==> src/rtl/ft245_pkg.sv <==
// Shared types and default strobe timing for the FT245 parallel FIFO link.
package ft245_pkg;

  localparam int unsigned RD_LOW_CYC_DEF  = 7;
  localparam int unsigned RD_HIGH_CYC_DEF = 3;
  localparam int unsigned WR_HIGH_CYC_DEF = 7;
  localparam int unsigned WR_LOW_CYC_DEF  = 6;

  localparam int unsigned BYTE_W = 8;
  localparam int unsigned WORD_W = 16;
  localparam int unsigned TMR_W  = 8;
  localparam int unsigned WCNT_W = 7;

  typedef enum logic [2:0] {
    S_IDLE,
    S_RD_LOW,
    S_RD_HIGH,
    S_TX_FETCH,
    S_TX_SET,
    S_TX_PULSE,
    S_TX_HOLD,
    S_DONE
  } ft245_state_e;

endpackage

==> src/rtl/ft245_link_if.sv <==
// FT245 bus pins plus the command/burst side-band, as seen by the link (master) and its environment (slave).
interface ft245_link_if;
  import ft245_pkg::*;

  logic              RXF;
  logic              TXE;
  logic [BYTE_W-1:0] USB_DIN;
  logic [BYTE_W-1:0] USB_DOUT;
  logic              USB_OE;
  logic              RD;
  logic              WR;
  logic              cmd_valid;
  logic [BYTE_W-1:0] cmd_byte;
  logic              tx_start;
  logic [BYTE_W-1:0] tx_len;
  logic              word_req;
  logic              word_ack;
  logic [WORD_W-1:0] word_data;
  logic              busy;
  logic              tx_done;

  modport master (
    input  RXF, TXE, USB_DIN, tx_start, tx_len, word_ack, word_data,
    output USB_DOUT, USB_OE, RD, WR, cmd_valid, cmd_byte, word_req, busy, tx_done
  );

  modport slave (
    output RXF, TXE, USB_DIN, tx_start, tx_len, word_ack, word_data,
    input  USB_DOUT, USB_OE, RD, WR, cmd_valid, cmd_byte, word_req, busy, tx_done
  );

endinterface

==> src/rtl/ft245_cyc_timer.sv <==
// Loadable down-counter; the zero flag marks the last cycle of a strobe phase.
module ft245_cyc_timer
  import ft245_pkg::*;
#(
  parameter int unsigned W = TMR_W
) (
  input  logic         clk,
  input  logic         rst_n,
  input  logic         i_load,
  input  logic [W-1:0] i_val,
  output logic         o_zero_c
);

  logic [W-1:0] r_cnt;

  always_ff @(posedge clk or negedge rst_n) begin
    if (!rst_n) begin
      r_cnt <= '0;
    end else if (i_load) begin
      r_cnt <= i_val;
    end else if (r_cnt != '0) begin
      r_cnt <= r_cnt - W'(1);
    end
  end

  assign o_zero_c = (r_cnt == '0);

endmodule

==> src/rtl/ft245_link.sv <==
// FT245 link: services host command reads and streams 16-bit memory words out as byte bursts.
module ft245_link
  import ft245_pkg::*;
#(
  parameter int unsigned RD_LOW_CYC  = RD_LOW_CYC_DEF,
  parameter int unsigned RD_HIGH_CYC = RD_HIGH_CYC_DEF,
  parameter int unsigned WR_HIGH_CYC = WR_HIGH_CYC_DEF,
  parameter int unsigned WR_LOW_CYC  = WR_LOW_CYC_DEF
) (
  input  logic         CLK,
  input  logic         RSTN,
  ft245_link_if.master bus
);

  // Timer is loaded with N-1 so a phase lasts exactly N cycles including the load cycle's successor.
  localparam logic [TMR_W-1:0] RD_LOW_LD  = TMR_W'(RD_LOW_CYC - 1);
  localparam logic [TMR_W-1:0] RD_HIGH_LD = TMR_W'(RD_HIGH_CYC - 1);
  localparam logic [TMR_W-1:0] WR_HIGH_LD = TMR_W'(WR_HIGH_CYC - 1);
  localparam logic [TMR_W-1:0] WR_LOW_LD  = TMR_W'(WR_LOW_CYC - 1);

  ft245_state_e      r_state;
  logic              r_rd;
  logic              r_wr;
  logic              r_oe;
  logic [BYTE_W-1:0] r_dout;
  logic [BYTE_W-1:0] r_cmd_byte;
  logic              r_cmd_valid;
  logic              r_word_req;
  logic              r_busy;
  logic              r_tx_done;
  logic              r_byte_sel;
  logic [BYTE_W-1:0] r_hi_byte;
  logic [WCNT_W-1:0] r_words;

  logic              w_tmr_load;
  logic [TMR_W-1:0]  w_tmr_val;
  logic              w_tmr_zero;
  logic              w_unused;

  // Odd burst lengths are rounded down, so the length LSB carries no information.
  assign w_unused = bus.tx_len[0];

  // Phase timer reloads on every transition into a timed strobe phase.
  always_comb begin
    w_tmr_load = 1'b0;
    w_tmr_val  = '0;
    case (r_state)
      S_IDLE: begin
        if (!bus.RXF) begin
          w_tmr_load = 1'b1;
          w_tmr_val  = RD_LOW_LD;
        end
      end
      S_RD_LOW: begin
        if (w_tmr_zero) begin
          w_tmr_load = 1'b1;
          w_tmr_val  = RD_HIGH_LD;
        end
      end
      S_TX_SET: begin
        if (!bus.TXE) begin
          w_tmr_load = 1'b1;
          w_tmr_val  = WR_HIGH_LD;
        end
      end
      S_TX_PULSE: begin
        if (w_tmr_zero) begin
          w_tmr_load = 1'b1;
          w_tmr_val  = WR_LOW_LD;
        end
      end
      default: ;
    endcase
  end

  ft245_cyc_timer #(.W(TMR_W)) u_timer (
    .clk      (CLK),
    .rst_n    (RSTN),
    .i_load   (w_tmr_load),
    .i_val    (w_tmr_val),
    .o_zero_c (w_tmr_zero)
  );

  always_ff @(posedge CLK or negedge RSTN) begin
    if (!RSTN) begin
      r_state     <= S_IDLE;
      r_rd        <= 1'b1;
      r_wr        <= 1'b0;
      r_oe        <= 1'b0;
      r_dout      <= '0;
      r_cmd_byte  <= '0;
      r_cmd_valid <= 1'b0;
      r_word_req  <= 1'b0;
      r_busy      <= 1'b0;
      r_tx_done   <= 1'b0;
      r_byte_sel  <= 1'b0;
      r_hi_byte   <= '0;
      r_words     <= '0;
    end else begin
      r_cmd_valid <= 1'b0;
      r_tx_done   <= 1'b0;
      case (r_state)
        S_IDLE: begin
          // A pending receive always wins over a burst request in the same cycle.
          if (!bus.RXF) begin
            r_rd    <= 1'b0;
            r_busy  <= 1'b1;
            r_state <= S_RD_LOW;
          end else if (bus.tx_start) begin
            r_busy <= 1'b1;
            if (bus.tx_len[BYTE_W-1:1] == '0) begin
              r_tx_done <= 1'b1;
              r_state   <= S_DONE;
            end else begin
              r_words    <= bus.tx_len[BYTE_W-1:1];
              r_word_req <= 1'b1;
              r_state    <= S_TX_FETCH;
            end
          end
        end
        S_RD_LOW: begin
          if (w_tmr_zero) begin
            r_cmd_byte  <= bus.USB_DIN;
            r_cmd_valid <= 1'b1;
            r_rd        <= 1'b1;
            r_state     <= S_RD_HIGH;
          end
        end
        S_RD_HIGH: begin
          if (w_tmr_zero) begin
            r_busy  <= 1'b0;
            r_state <= S_IDLE;
          end
        end
        S_TX_FETCH: begin
          if (bus.word_ack) begin
            r_hi_byte  <= bus.word_data[WORD_W-1:BYTE_W];
            r_dout     <= bus.word_data[BYTE_W-1:0];
            r_byte_sel <= 1'b0;
            r_word_req <= 1'b0;
            r_oe       <= 1'b1;
            r_state    <= S_TX_SET;
          end
        end
        S_TX_SET: begin
          if (!bus.TXE) begin
            r_wr    <= 1'b1;
            r_state <= S_TX_PULSE;
          end
        end
        S_TX_PULSE: begin
          if (w_tmr_zero) begin
            r_wr    <= 1'b0;
            r_state <= S_TX_HOLD;
          end
        end
        S_TX_HOLD: begin
          if (w_tmr_zero) begin
            if (!r_byte_sel) begin
              r_byte_sel <= 1'b1;
              r_dout     <= r_hi_byte;
              r_state    <= S_TX_SET;
            end else begin
              r_words <= r_words - WCNT_W'(1);
              r_oe    <= 1'b0;
              if (r_words == WCNT_W'(1)) begin
                r_tx_done <= 1'b1;
                r_state   <= S_DONE;
              end else begin
                r_word_req <= 1'b1;
                r_state    <= S_TX_FETCH;
              end
            end
          end
        end
        S_DONE: begin
          r_oe    <= 1'b0;
          r_busy  <= 1'b0;
          r_state <= S_IDLE;
        end
        default: begin
          r_busy  <= 1'b0;
          r_state <= S_IDLE;
        end
      endcase
    end
  end

  assign bus.RD        = r_rd;
  assign bus.WR        = r_wr;
  assign bus.USB_OE    = r_oe;
  assign bus.USB_DOUT  = r_dout;
  assign bus.cmd_byte  = r_cmd_byte;
  assign bus.cmd_valid = r_cmd_valid;
  assign bus.word_req  = r_word_req;
  assign bus.busy      = r_busy;
  assign bus.tx_done   = r_tx_done;

endmodule

==> src/flat_wrapper.sv <==
// flat-port wrapper written by rule: the top's interface ports become plain ports
module ft245_link_flat import ft245_pkg::*;
#(
  parameter int unsigned RD_LOW_CYC  = RD_LOW_CYC_DEF,
  parameter int unsigned RD_HIGH_CYC = RD_HIGH_CYC_DEF,
  parameter int unsigned WR_HIGH_CYC = WR_HIGH_CYC_DEF,
  parameter int unsigned WR_LOW_CYC  = WR_LOW_CYC_DEF
)
  (CLK, RSTN, bus_RXF, bus_TXE, bus_USB_DIN, bus_tx_start, bus_tx_len, bus_word_ack, bus_word_data, bus_USB_DOUT, bus_USB_OE, bus_RD, bus_WR, bus_cmd_valid, bus_cmd_byte, bus_word_req, bus_busy, bus_tx_done);
  ft245_link_if bus_i ();
  input  logic CLK;
  input  logic RSTN;
  input wire logic [$bits(bus_i.RXF)-1:0] bus_RXF;
  input wire logic [$bits(bus_i.TXE)-1:0] bus_TXE;
  input wire logic [$bits(bus_i.USB_DIN)-1:0] bus_USB_DIN;
  input wire logic [$bits(bus_i.tx_start)-1:0] bus_tx_start;
  input wire logic [$bits(bus_i.tx_len)-1:0] bus_tx_len;
  input wire logic [$bits(bus_i.word_ack)-1:0] bus_word_ack;
  input wire logic [$bits(bus_i.word_data)-1:0] bus_word_data;
  output wire logic [$bits(bus_i.USB_DOUT)-1:0] bus_USB_DOUT;
  output wire logic [$bits(bus_i.USB_OE)-1:0] bus_USB_OE;
  output wire logic [$bits(bus_i.RD)-1:0] bus_RD;
  output wire logic [$bits(bus_i.WR)-1:0] bus_WR;
  output wire logic [$bits(bus_i.cmd_valid)-1:0] bus_cmd_valid;
  output wire logic [$bits(bus_i.cmd_byte)-1:0] bus_cmd_byte;
  output wire logic [$bits(bus_i.word_req)-1:0] bus_word_req;
  output wire logic [$bits(bus_i.busy)-1:0] bus_busy;
  output wire logic [$bits(bus_i.tx_done)-1:0] bus_tx_done;
  assign bus_i.RXF = bus_RXF;
  assign bus_i.TXE = bus_TXE;
  assign bus_i.USB_DIN = bus_USB_DIN;
  assign bus_i.tx_start = bus_tx_start;
  assign bus_i.tx_len = bus_tx_len;
  assign bus_i.word_ack = bus_word_ack;
  assign bus_i.word_data = bus_word_data;
  assign bus_USB_DOUT = bus_i.USB_DOUT;
  assign bus_USB_OE = bus_i.USB_OE;
  assign bus_RD = bus_i.RD;
  assign bus_WR = bus_i.WR;
  assign bus_cmd_valid = bus_i.cmd_valid;
  assign bus_cmd_byte = bus_i.cmd_byte;
  assign bus_word_req = bus_i.word_req;
  assign bus_busy = bus_i.busy;
  assign bus_tx_done = bus_i.tx_done;
  ft245_link #(.RD_LOW_CYC(RD_LOW_CYC), .RD_HIGH_CYC(RD_HIGH_CYC), .WR_HIGH_CYC(WR_HIGH_CYC), .WR_LOW_CYC(WR_LOW_CYC)) u_core (.CLK(CLK), .RSTN(RSTN), .bus(bus_i));
endmodule
==> config.mk <==
export PLATFORM = sky130hd
export DESIGN_NAME = ft245_link_flat
export DESIGN_NICKNAME = d
export VERILOG_FILES = /design/src/rtl/ft245_pkg.sv /design/src/rtl/ft245_link_if.sv /design/src/rtl/ft245_cyc_timer.sv /design/src/rtl/ft245_link.sv /design/src/flat_wrapper.sv
export SDC_FILE = /design/constraint.sdc
export NUM_CORES = 1
export LEC_CHECK = 0
export CORE_UTILIZATION = 50
export CTS_BUF_LIST = sky130_fd_sc_hd__clkbuf_16
export DETAILED_ROUTE_END_ITERATION = 10
export MAX_ROUTING_LAYER = met4
export PLACE_DENSITY = 0.85
export SETUP_SLACK_MARGIN = 0.4
export SLEW_MARGIN = 20
export SYNTH_ARGS = -nofsm -noshare
export SYNTH_HDL_FRONTEND = slang
export SYNTH_HIERARCHICAL = 1
export SYNTH_SLANG_ARGS = --single-unit
==> constraint.sdc <==
create_clock -name CLK -period 3.1 [get_ports CLK]
set_input_delay 0.93 -clock CLK [delete_from_list [all_inputs] [get_ports CLK]]
set_output_delay 0.93 -clock CLK [all_outputs]
set_load 0.01 [all_outputs]
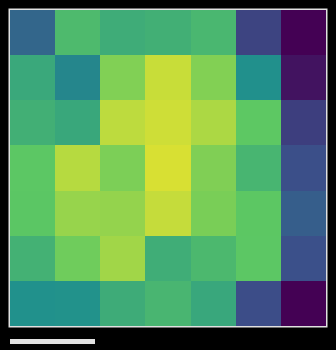
Figure 1: cell area per tile.
Scale bar: 20 um. The die is cut into 7 by 7 equal tiles; dark purple is low, yellow is high, 0 to 100% covered.
emptiest ninth of the die: north-east
tiles over 75% full: 33%
mean over tiles: 61%
Core Box Area: 0.005107 sq mm
fp_density: 51.67%
final core utilization: 68.64%

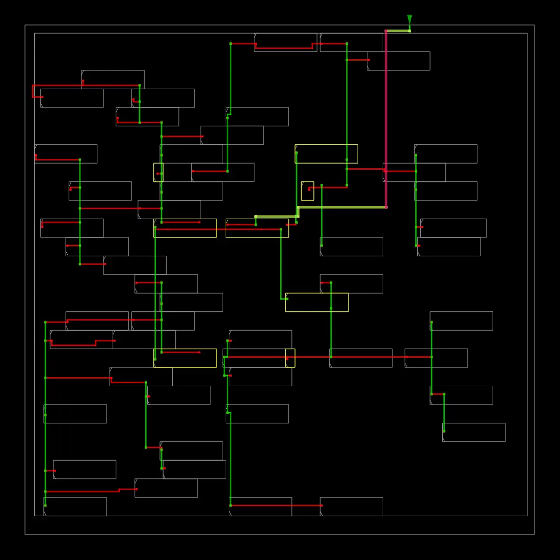
Figure 2: clock nets.
clkbuf count: 5
Num CTS Buffers: 5

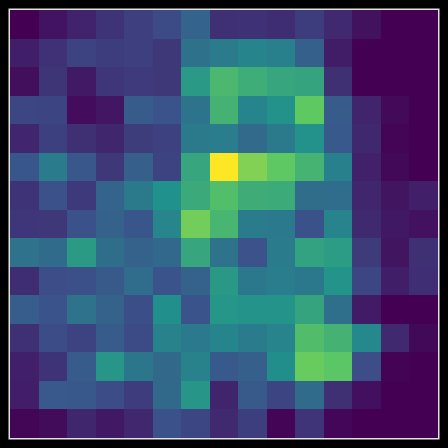
Figure 3: wire density map.
The die is cut into 15 by 15 equal tiles; dark purple is low, yellow is high, scaled to the fullest tile. Values are wire area over tile area, all layers added.
fullest tile: 0.62
tiles over half the peak: 16%
mean over tiles: 0.17
densest ninth of the die: center
DRT Wirelength: 6062 um
Avg WL per Cell: 15.08 um
total number of vias: 2317
total track usage: 24.28%

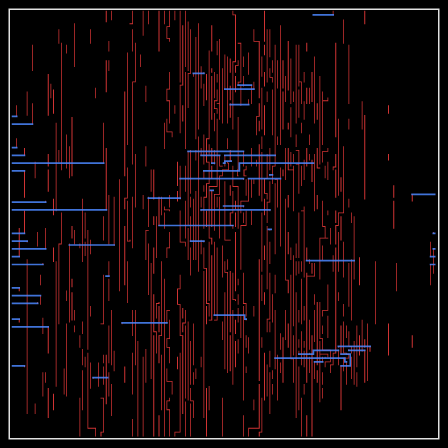
Figure 4: signal wires by layer.
Only two layers are drawn.
[metal 2] red | wire length: 3030 um
[metal 3] blue | wire length: 271 um

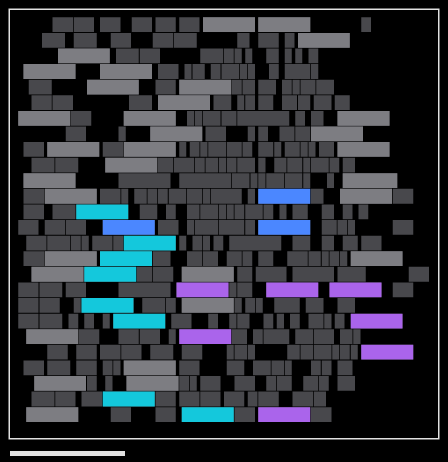
Figure 5: sequential cells grouped by signal name.
Scale bar: 20 um.
[u_core/r_state] blue | placed flops: 3
[u_core/r_words] purple | placed flops: 7
[u_core/bus.USB_DOUT] cyan | placed flops: 8
not colored: 32
register area: 0.001252 sq mm
Seq power: 0.00126 W
register share of the cell area: 35.72%

==> results.yml <==
# generated from flow reports
place:
  post_dp_cell_area_sq_mm: 0.003347
  portBuffers: 59
  place.gp.congestion: 0.8938
  dpl.hpwl_um: 4211
routing:
  first_pass_iters: 5
  drt-initial-drc-count: 232
  drc_errors: 0
  ant_nets: 0
  viasPerCell: 5.764
final_timing:
  finalWorstSetupSlack_ns: 0.5711
  tightest_slew_ns: 0.8296
  timing.fmax_ghz: 0.3954
  finalCritPeriodShare_pct: 81.58
  rsz0062_at_grt: "false"
  skew_ns: 0.004438
  slew_headroom_pct: 44.69
  finalMaxSlewViolations: 0
  setup_viol_count_final: 0
  fin_crit_ns: 2.529
clock_tree:
  cts_buffer_depth: 2
  cts_sinks: 50
  post_cts_resized: 0
  cts_tree: "yes"
  holdBufCountCts: 0
  root_buffer: "clkbuf_16"
  clk_pin_slew_worst_paths_ns: 0.06
power:
  clock_power_w: 0.000509
  switchingPower_w: 0.001114
  p_comb_w: 0.00117
  seq_power_share_pct: 42.9
  maxPowerGroup: "sequential cells"
  comb_power_share_pct: 39.8
  sw_frac_of_total_pct: 37.93
  powerDensity_mw_per_mm2: 837.6
  leakage_nw: 1.437
  clockPowerShare_pct: 17.3
  ir_worst_vdd_mv: 0.5804
  p_int_w: 0.001823
synth:
  synth_stat.cells: 264
  top_area_cell: "dfrtp_1"
  syn_inst: 264
  synth.most_common_cell: "dfrtp_1"
  ff_type: "dfrtp_1"
  top_area_share_pct: 46.47
  top_cells_by_area: "dfrtp_1 (46%), mux2_2 (7.3%), o21ai_0 (4.4%)"
  synthArstFlopShare_pct: 100.0
  synth-edff-count: 0
  synth_cell_type_count: 60
  seq_area_frac_synth_pct: 47.46
  numSynthFlops: 50
  ys_warn_count: 6
  synth.top_cells.by_count: "dfrtp_1 (49), nand2_1 (25), o21ai_0 (23)"
  ys_area_sq_mm: 0.002639
global_route:
  grt_use_met1_pct: 30.32
  grt_start_max_net_pins: 28
  met3_usage_pct: 5.221
  grt_first_pass_wirelength_um: 9908
  grt_pass1_vias: 2189
  antenna_found_initial: 0
  grt_overflow_total: 0
  busiest_layer: "met2"
worst_setup_path:
  cp_top_family: "simple AND/OR/NAND/NOR gates"
  r2r_start: "u_core/u_timer/r_cnt[0]"
  arrival_ns: 2.69
  worst-path-stages: 8
  cp_cell_sequence: "inv_1 -> ha_1 -> or3b_1 -> nor2_4 -> inv_1 -> nor4_2 -> or2_4 -> mux2_4"
  worstSetupStartpointType: "flop"
  critical_path.endpoint_type: "flop"
  r2r_setup_slack_ns: 0.57
  worst_path_most_repeated_cell: "inv_1"
  max_stage_delay_ns: 0.51
floorplan:
  die_w_um: 74.65
  rows: 26
  ioPinCount: 61
  chipArea_sq_mm: 0.005572
cells_and_area:
  synthToLayoutAreaGrowth_pct: 32.86
  comb_area_sq_mm: 0.001319
  drive_gt1_share_pct: 14.46
  n_antenna_cell: 0
  lay_top_cells: "clkdlybuf4s50_1 (58), dfrtp_1 (49), nand2_1 (25), o21ai_0 (23), mux2_2 (17)"
  final_nets: 372
  final_common_cell: "clkdlybuf4s50_1"
flow_run:
  tool_warnings: 28
  max-cap-violations: 0
min_path:
  whs_path_depth: 2
  hold_class: "reg -> reg"
  min_from: "u_core/bus.USB_DOUT[0]"
outcome:
  outcome: "complete, no violations"
final cells by class:
cell class | count | area share, %
clock inverter | 3 | 0.3569
clock buffer | 5 | 3.569
timing repair buffer | 70 | 19.06
inverter | 11 | 1.178
multi-input combinational | 193 | 37.62
tap | 70 | 2.498
sequential | 50 | 35.72
cell families (layout without fill, tap and decap cells):
kind of cell | Yosys count | in the layout | synth area share [%]
muxes | 26 | 26 | 10.86
adders and majority gates | 3 | 3 | 1.423
buffers and inverters | 25 | 89 | 4.172
DFF | 50 | 50 | 47.46
other | 1 | 5 | 0.1421
and+or+nand+nor | 82 | 82 | 16.64
AOI/OAI and AO/OA | 75 | 75 | 18.63
xor gates and xnor gates | 2 | 2 | 0.6639
flip-flops by register name, indices dropped and copies added, names as in the netlist:
name                  count
u_core/bus.RD             1
u_core/bus.USB_DOUT       8
u_core/bus.USB_OE         1
u_core/bus.WR             1
u_core/bus.busy           1
u_core/bus.cmd_byte       8
u_core/bus.cmd_valid      1
u_core/bus.tx_done        1
u_core/bus.word_req       1
u_core/r_byte_sel         1
u_core/r_hi_byte          8
u_core/r_state            3
u_core/r_words            7
u_core/u_timer/r_cnt      8
layer usage:
layer | wire length [um] | vias up
met1 | 2696 | 1111
met3 | 270 | 10
met4 | 65 | 0
met2 | 3029 | 84
li1 | - | 1112
met5 | 0 | -
worst reg2reg max path, stage by stage (launching register included):
cell and delay (ns):
dfrtp_1 0.42, inv_1 0.09, ha_1 0.23, or3b_1 0.51
nor2_4 0.21, inv_1 0.12, nor4_2 0.34, or2_4 0.20
mux2_4 0.29
metrics by stage:
stage               util (%)  std cells  hold WS (ns)
floorplan                  -        268        0.4792
detailed placement     65.53        394        0.4729
CTS                    68.23        402        0.4871
global placement       65.53        394        0.4630
global route           68.64        402        0.5155
finish                 68.64        402        0.4822
Power is estimated from default activity; no workload was simulated.
